==> config.mk <==
export PLATFORM = sky130hd
export DESIGN_NAME = spread_qpsk_mapper_flat
export DESIGN_NICKNAME = d
export VERILOG_FILES = /design/src/rtl/spread_qpsk_mapper_if.sv /design/src/rtl/spread_qpsk_mapper.sv /design/src/flat_wrapper.sv
export SDC_FILE = /design/constraint.sdc
export NUM_CORES = 1
export LEC_CHECK = 0
export ABC_CLOCK_PERIOD_IN_PS = 2600
export CORE_ASPECT_RATIO = 1.5
export CORE_MARGIN = 1.5
export CORE_UTILIZATION = 54
export DETAILED_ROUTE_END_ITERATION = 7
export MAX_ROUTING_LAYER = met4
export PLACE_DENSITY = 0.84
export REMOVE_ABC_BUFFERS = 1
export SETUP_SLACK_MARGIN = 0.15
export SLEW_MARGIN = 20
export SYNTH_ARGS = -nofsm -noshare
export SYNTH_HDL_FRONTEND = slang
export SYNTH_SLANG_ARGS = --single-unit
==> constraint.sdc <==
create_clock -name i_clk -period 2.6 [get_ports i_clk]
set_input_delay 0.52 -clock i_clk [delete_from_list [all_inputs] [get_ports i_clk]]
set_output_delay 0.52 -clock i_clk [all_outputs]
set_load 0.03 [all_outputs]
==> src/rtl/spread_qpsk_mapper_if.sv <==
// Bundle of the word-input handshake and the paced sample output of the
// spread-spectrum BPSK/QPSK mapper. The mapper takes the slave modport and
// the producer/consumer side takes the master modport.
interface spread_qpsk_mapper_if #(
    parameter int DATA_W   = 8,
    parameter int SAMPLE_W = 16
);
    logic [DATA_W-1:0]          i_data;
    logic                       i_mode;
    logic                       i_valid;
    logic                       o_ready;
    logic                       i_enable;
    logic signed [SAMPLE_W-1:0] o_i;
    logic signed [SAMPLE_W-1:0] o_q;
    logic                       o_valid;
    logic                       o_busy;

    modport master (
        output i_data, i_mode, i_valid, i_enable,
        input  o_ready, o_i, o_q, o_valid, o_busy
    );

    modport slave (
        input  i_data, i_mode, i_valid, i_enable,
        output o_ready, o_i, o_q, o_valid, o_busy
    );
endinterface

==> src/rtl/spread_qpsk_mapper.sv <==
// Direct-sequence spread BPSK/QPSK mapper.
// Words are shifted out MSB first, one symbol (1 bit BPSK, 2 bits QPSK) per
// SPREAD chips, one chip every CHIP_DIV enabled clocks. Each chip is the data
// bit optionally XORed with a 7-bit PN sequence and mapped to +/-AMP.
// A one-word holding register allows gap-free back-to-back words.
module spread_qpsk_mapper #(
    parameter int          DATA_W   = 8,
    parameter int          SPREAD   = 24,
    parameter int          CHIP_DIV = 120,
    parameter int          SAMPLE_W = 16,
    parameter int          AMP      = 8192,
    parameter int          PN_EN    = 1,
    parameter logic [6:0]  PN_SEED  = 7'h7F
) (
    input  logic                 i_clk,
    input  logic                 i_reset,
    spread_qpsk_mapper_if.slave  bus
);

    localparam int TIMER_W = (CHIP_DIV > 1) ? $clog2(CHIP_DIV) : 1;
    localparam int CHIP_W  = (SPREAD > 1) ? $clog2(SPREAD) : 1;
    localparam int SYM_W   = (DATA_W > 1) ? $clog2(DATA_W) : 1;

    localparam logic [TIMER_W-1:0] TIMER_LAST    = TIMER_W'(CHIP_DIV - 1);
    localparam logic [CHIP_W-1:0]  CHIP_LAST     = CHIP_W'(SPREAD - 1);
    localparam logic [SYM_W-1:0]   SYM_LAST_BPSK = SYM_W'(DATA_W - 1);
    localparam logic [SYM_W-1:0]   SYM_LAST_QPSK = SYM_W'(DATA_W / 2 - 1);

    localparam logic signed [SAMPLE_W-1:0] POS_AMP = SAMPLE_W'(AMP);
    localparam logic signed [SAMPLE_W-1:0] NEG_AMP = SAMPLE_W'(-AMP);
    localparam logic                       PN_ON   = (PN_EN != 0);

    typedef enum logic {
        ST_IDLE,
        ST_RUN
    } state_t;

    state_t state_q;
    state_t state_d;

    // Active word being shifted out, and the one-deep holding slot.
    logic [DATA_W-1:0] act_data;
    logic              act_mode;
    logic [DATA_W-1:0] hold_data;
    logic              hold_mode;
    logic              hold_full;

    // Keeps o_ready low until the first clock edge after reset release.
    logic              ready_en;

    logic [TIMER_W-1:0] timer;
    logic [CHIP_W-1:0]  chip_cnt;
    logic [SYM_W-1:0]   sym_cnt;
    logic [6:0]         lfsr;

    // Last emitted samples, held between strobes.
    logic signed [SAMPLE_W-1:0] out_i;
    logic signed [SAMPLE_W-1:0] out_q;

    logic                       accept;
    logic                       tick;
    logic                       chip_wrap;
    logic                       word_end;
    logic [SYM_W-1:0]           sym_last;
    logic                       pn;
    logic                       chip_i;
    logic                       chip_q;
    logic signed [SAMPLE_W-1:0] map_i;
    logic signed [SAMPLE_W-1:0] map_q;

    assign accept    = bus.i_valid && bus.o_ready;
    assign tick      = (state_q == ST_RUN) && bus.i_enable && (timer == TIMER_LAST);
    assign chip_wrap = tick && (chip_cnt == CHIP_LAST);
    assign sym_last  = act_mode ? SYM_LAST_QPSK : SYM_LAST_BPSK;
    assign word_end  = chip_wrap && (sym_cnt == sym_last);

    // I takes the leading bit of the symbol, Q the next; both share one pn bit.
    assign pn     = PN_ON & lfsr[6];
    assign chip_i = act_data[DATA_W-1] ^ pn;
    assign chip_q = act_data[DATA_W-2] ^ pn;
    assign map_i  = chip_i ? NEG_AMP : POS_AMP;
    assign map_q  = act_mode ? (chip_q ? NEG_AMP : POS_AMP) : '0;

    // The strobe is combinational so the new sample appears in the very cycle
    // the timer reaches its last count; the registers hold it afterwards.
    assign bus.o_valid = tick;
    assign bus.o_i     = tick ? map_i : out_i;
    assign bus.o_q     = tick ? map_q : out_q;
    assign bus.o_busy  = (state_q == ST_RUN);
    assign bus.o_ready = ready_en && !hold_full;

    // State register.
    // NOTE: clocked state uses non-blocking assignments so every register
    // samples pre-edge values regardless of block ordering.
    always_ff @(posedge i_clk or negedge i_reset) begin
        if (!i_reset) begin
            state_q <= ST_IDLE;
        end else begin
            state_q <= state_d;
        end
    end

    // Next state: start on accept, stop at the end of a word unless another
    // word is waiting in holding or arrives in that same cycle.
    // NOTE: the default assignment first keeps this block free of latches.
    always_comb begin
        state_d = state_q;
        case (state_q)
            ST_IDLE: if (accept) state_d = ST_RUN;
            ST_RUN:  if (word_end && !hold_full && !accept) state_d = ST_IDLE;
            default: state_d = ST_IDLE;
        endcase
    end

    // Ready qualifier: rises on the first edge out of reset.
    always_ff @(posedge i_clk or negedge i_reset) begin
        if (!i_reset) begin
            ready_en <= 1'b0;
        end else begin
            ready_en <= 1'b1;
        end
    end

    // Chip timer: runs only in RUN, freezes while downstream is not enabled.
    always_ff @(posedge i_clk or negedge i_reset) begin
        if (!i_reset) begin
            timer <= '0;
        end else if (state_q != ST_RUN) begin
            timer <= '0;
        end else if (bus.i_enable) begin
            timer <= (timer == TIMER_LAST) ? '0 : timer + 1'b1;
        end
    end

    // Chip and symbol counters, stepped once per emitted chip.
    always_ff @(posedge i_clk or negedge i_reset) begin
        if (!i_reset) begin
            chip_cnt <= '0;
            sym_cnt  <= '0;
        end else if (state_q != ST_RUN) begin
            chip_cnt <= '0;
            sym_cnt  <= '0;
        end else if (tick) begin
            if (chip_cnt == CHIP_LAST) begin
                chip_cnt <= '0;
                sym_cnt  <= (sym_cnt == sym_last) ? '0 : sym_cnt + 1'b1;
            end else begin
                chip_cnt <= chip_cnt + 1'b1;
            end
        end
    end

    // PN generator: free-running across words, reseeded only by reset.
    always_ff @(posedge i_clk or negedge i_reset) begin
        if (!i_reset) begin
            lfsr <= PN_SEED;
        end else if (tick) begin
            lfsr <= {lfsr[5:0], lfsr[6] ^ lfsr[5]};
        end
    end

    // Word storage: direct load when idle, holding-to-active reload at the
    // last chip of a word, symbol shift at every other symbol boundary.
    always_ff @(posedge i_clk or negedge i_reset) begin
        if (!i_reset) begin
            act_data  <= '0;
            act_mode  <= 1'b0;
            hold_data <= '0;
            hold_mode <= 1'b0;
            hold_full <= 1'b0;
        end else if (state_q == ST_IDLE) begin
            if (accept) begin
                act_data <= bus.i_data;
                act_mode <= bus.i_mode;
            end
        end else if (word_end) begin
            if (hold_full) begin
                act_data  <= hold_data;
                act_mode  <= hold_mode;
                hold_full <= 1'b0;
            end else if (accept) begin
                act_data <= bus.i_data;
                act_mode <= bus.i_mode;
            end
        end else begin
            if (chip_wrap) begin
                act_data <= act_mode ? (act_data << 2) : (act_data << 1);
            end
            if (accept) begin
                hold_data <= bus.i_data;
                hold_mode <= bus.i_mode;
                hold_full <= 1'b1;
            end
        end
    end

    // Sample hold registers, loaded with each emitted chip.
    always_ff @(posedge i_clk or negedge i_reset) begin
        if (!i_reset) begin
            out_i <= '0;
            out_q <= '0;
        end else if (tick) begin
            out_i <= map_i;
            out_q <= map_q;
        end
    end

endmodule
==> src/flat_wrapper.sv <==
// flat-port wrapper written by rule: the top's interface ports become plain ports
module spread_qpsk_mapper_flat 
#(
    parameter int          DATA_W   = 8,
    parameter int          SPREAD   = 24,
    parameter int          CHIP_DIV = 120,
    parameter int          SAMPLE_W = 16,
    parameter int          AMP      = 8192,
    parameter int          PN_EN    = 1,
    parameter logic [6:0]  PN_SEED  = 7'h7F
)
  (i_clk, i_reset, bus_i_data, bus_i_mode, bus_i_valid, bus_i_enable, bus_o_ready, bus_o_i, bus_o_q, bus_o_valid, bus_o_busy);
  spread_qpsk_mapper_if #(.DATA_W(DATA_W), .SAMPLE_W(SAMPLE_W)) bus_i ();
  input  logic i_clk;
  input  logic i_reset;
  input wire logic [$bits(bus_i.i_data)-1:0] bus_i_data;
  input wire logic [$bits(bus_i.i_mode)-1:0] bus_i_mode;
  input wire logic [$bits(bus_i.i_valid)-1:0] bus_i_valid;
  input wire logic [$bits(bus_i.i_enable)-1:0] bus_i_enable;
  output wire logic [$bits(bus_i.o_ready)-1:0] bus_o_ready;
  output wire logic [$bits(bus_i.o_i)-1:0] bus_o_i;
  output wire logic [$bits(bus_i.o_q)-1:0] bus_o_q;
  output wire logic [$bits(bus_i.o_valid)-1:0] bus_o_valid;
  output wire logic [$bits(bus_i.o_busy)-1:0] bus_o_busy;
  assign bus_i.i_data = bus_i_data;
  assign bus_i.i_mode = bus_i_mode;
  assign bus_i.i_valid = bus_i_valid;
  assign bus_i.i_enable = bus_i_enable;
  assign bus_o_ready = bus_i.o_ready;
  assign bus_o_i = bus_i.o_i;
  assign bus_o_q = bus_i.o_q;
  assign bus_o_valid = bus_i.o_valid;
  assign bus_o_busy = bus_i.o_busy;
  spread_qpsk_mapper #(.DATA_W(DATA_W), .SPREAD(SPREAD), .CHIP_DIV(CHIP_DIV), .SAMPLE_W(SAMPLE_W), .AMP(AMP), .PN_EN(PN_EN), .PN_SEED(PN_SEED)) u_core (.i_clk(i_clk), .i_reset(i_reset), .bus(bus_i));
endmodule
==> qor.yml <==
status: "finished with violations"
violations: "setup timing"
max_freq_mhz: 370
netlist_top_cells_count: "dfrtp_1, nand2_1, and2_1"
layout_setup_ws_ns: -0.106
routed_via_density: 5.48
hpwlAfterDp_um: 4760
synth_top_cell_by_count: "dfrtp_1"
pg_comb_mw: 0.634
clkCellAreaFrac_pct: 4.75
port_buffers: 47
reg.largest.list: "u_core.out_i (16), u_core.out_q (16)"
path_clk_slew_ns: 0.08
mux_area_share_pct: 6.72
grt_pass1_vias: 2715
hold_viol_final: 0
nNetsFinal: 418
n_fill_cell: 385
fin_skew_ns: 0.00844
n_tap_cell: 74
met3_length_um: 281
yosys-stat-cells: 304
path_buffers: 4
top_area_cell: "dfrtp_1"
cts.sinks: 75
wl_met1_um: 3080
setup_violations: 23
drive_gt1_share_pct: 41.0
synth-adder-area-share_pct: 1.12
synth_seq_share_pct: 56.3
flop_cell: "dfrtp_1"
cp_max_fo: 5
yosys_register_bits: 75
maxPowerGroup: "sequential cells"
cts_tree: "done"
largest_cell_class: "registers"
path summary, 6_finish.rpt:
check,startpoint,endpoint,slack [ns],depth (start not counted)
min in group i_clk,u_core.lfsr[4]$_DFFE_PN1P_,u_core.lfsr[4]$_DFFE_PN1P_,0.46,2
min reg2reg,u_core.lfsr[4]$_DFFE_PN1P_,u_core.lfsr[4]$_DFFE_PN1P_,0.46,2
max in group asynchronous,i_reset,u_core.lfsr[6]$_DFFE_PN1P_,1.68,2
max reg2reg,u_core.timer[0]$_DFFE_PN0P_,u_core.act_data[3]$_DFFE_PN0P_,0.29,7
min,i_reset,u_core.out_i[0]$_DFF_PN0_,0.17,1
max,u_core.timer[0]$_DFFE_PN0P_,bus_o_q[15],-0.11,9
Figure 1. Congestion heat map.
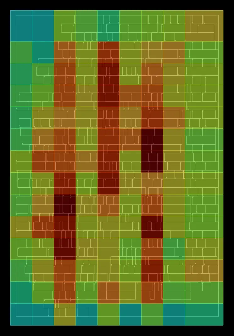
busiest grt layer: met2
Avg WL per Cell: 16.9 um

Figure 2. Sequential cells grouped by signal name.
The bar under the picture is 20 um long.
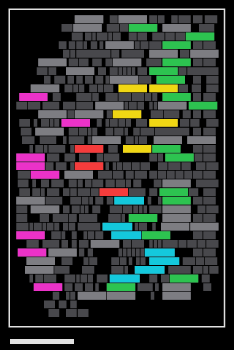
- green: u_core.out_q (flops 16)
- red: u_core.sym_cnt (flops 3)
- magenta: u_core.hold_data (flops 8)
- yellow: u_core.chip_cnt (flops 5)
- cyan: u_core.lfsr (flops 7; where south)
- not colored: 36
P_seq: 1.47 mW
area occupied by registers: 1890 sq um
sequential cell area share: 40.2%

Figure 3. Gate families picked out.
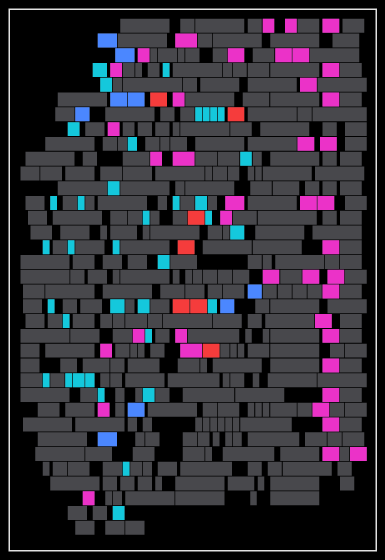
- cyan: nor cells (cells 36)
- blue: non-inverting ao/oa cells (cells 9)
- red: xor and xnor cells (cells 7)
- magenta: and/or cells (cells 41)
Post-Layout Cell Count: 481
logic share of the area: 31.3%
Commonest Layout Cell: dfrtp_1

Figure 4. Met3 routing.
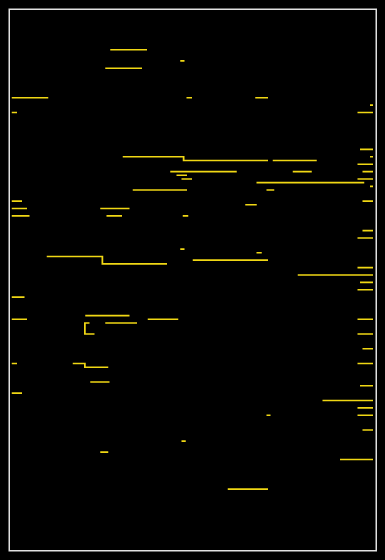
- longest straight run: 19.6 um
- wire length on this layer: 281 um
DR vias: 2638
routing usage on met3: 5.54%
routed wire length: 8140 um

No activity file was given, so power comes from the tool's default toggle rates.
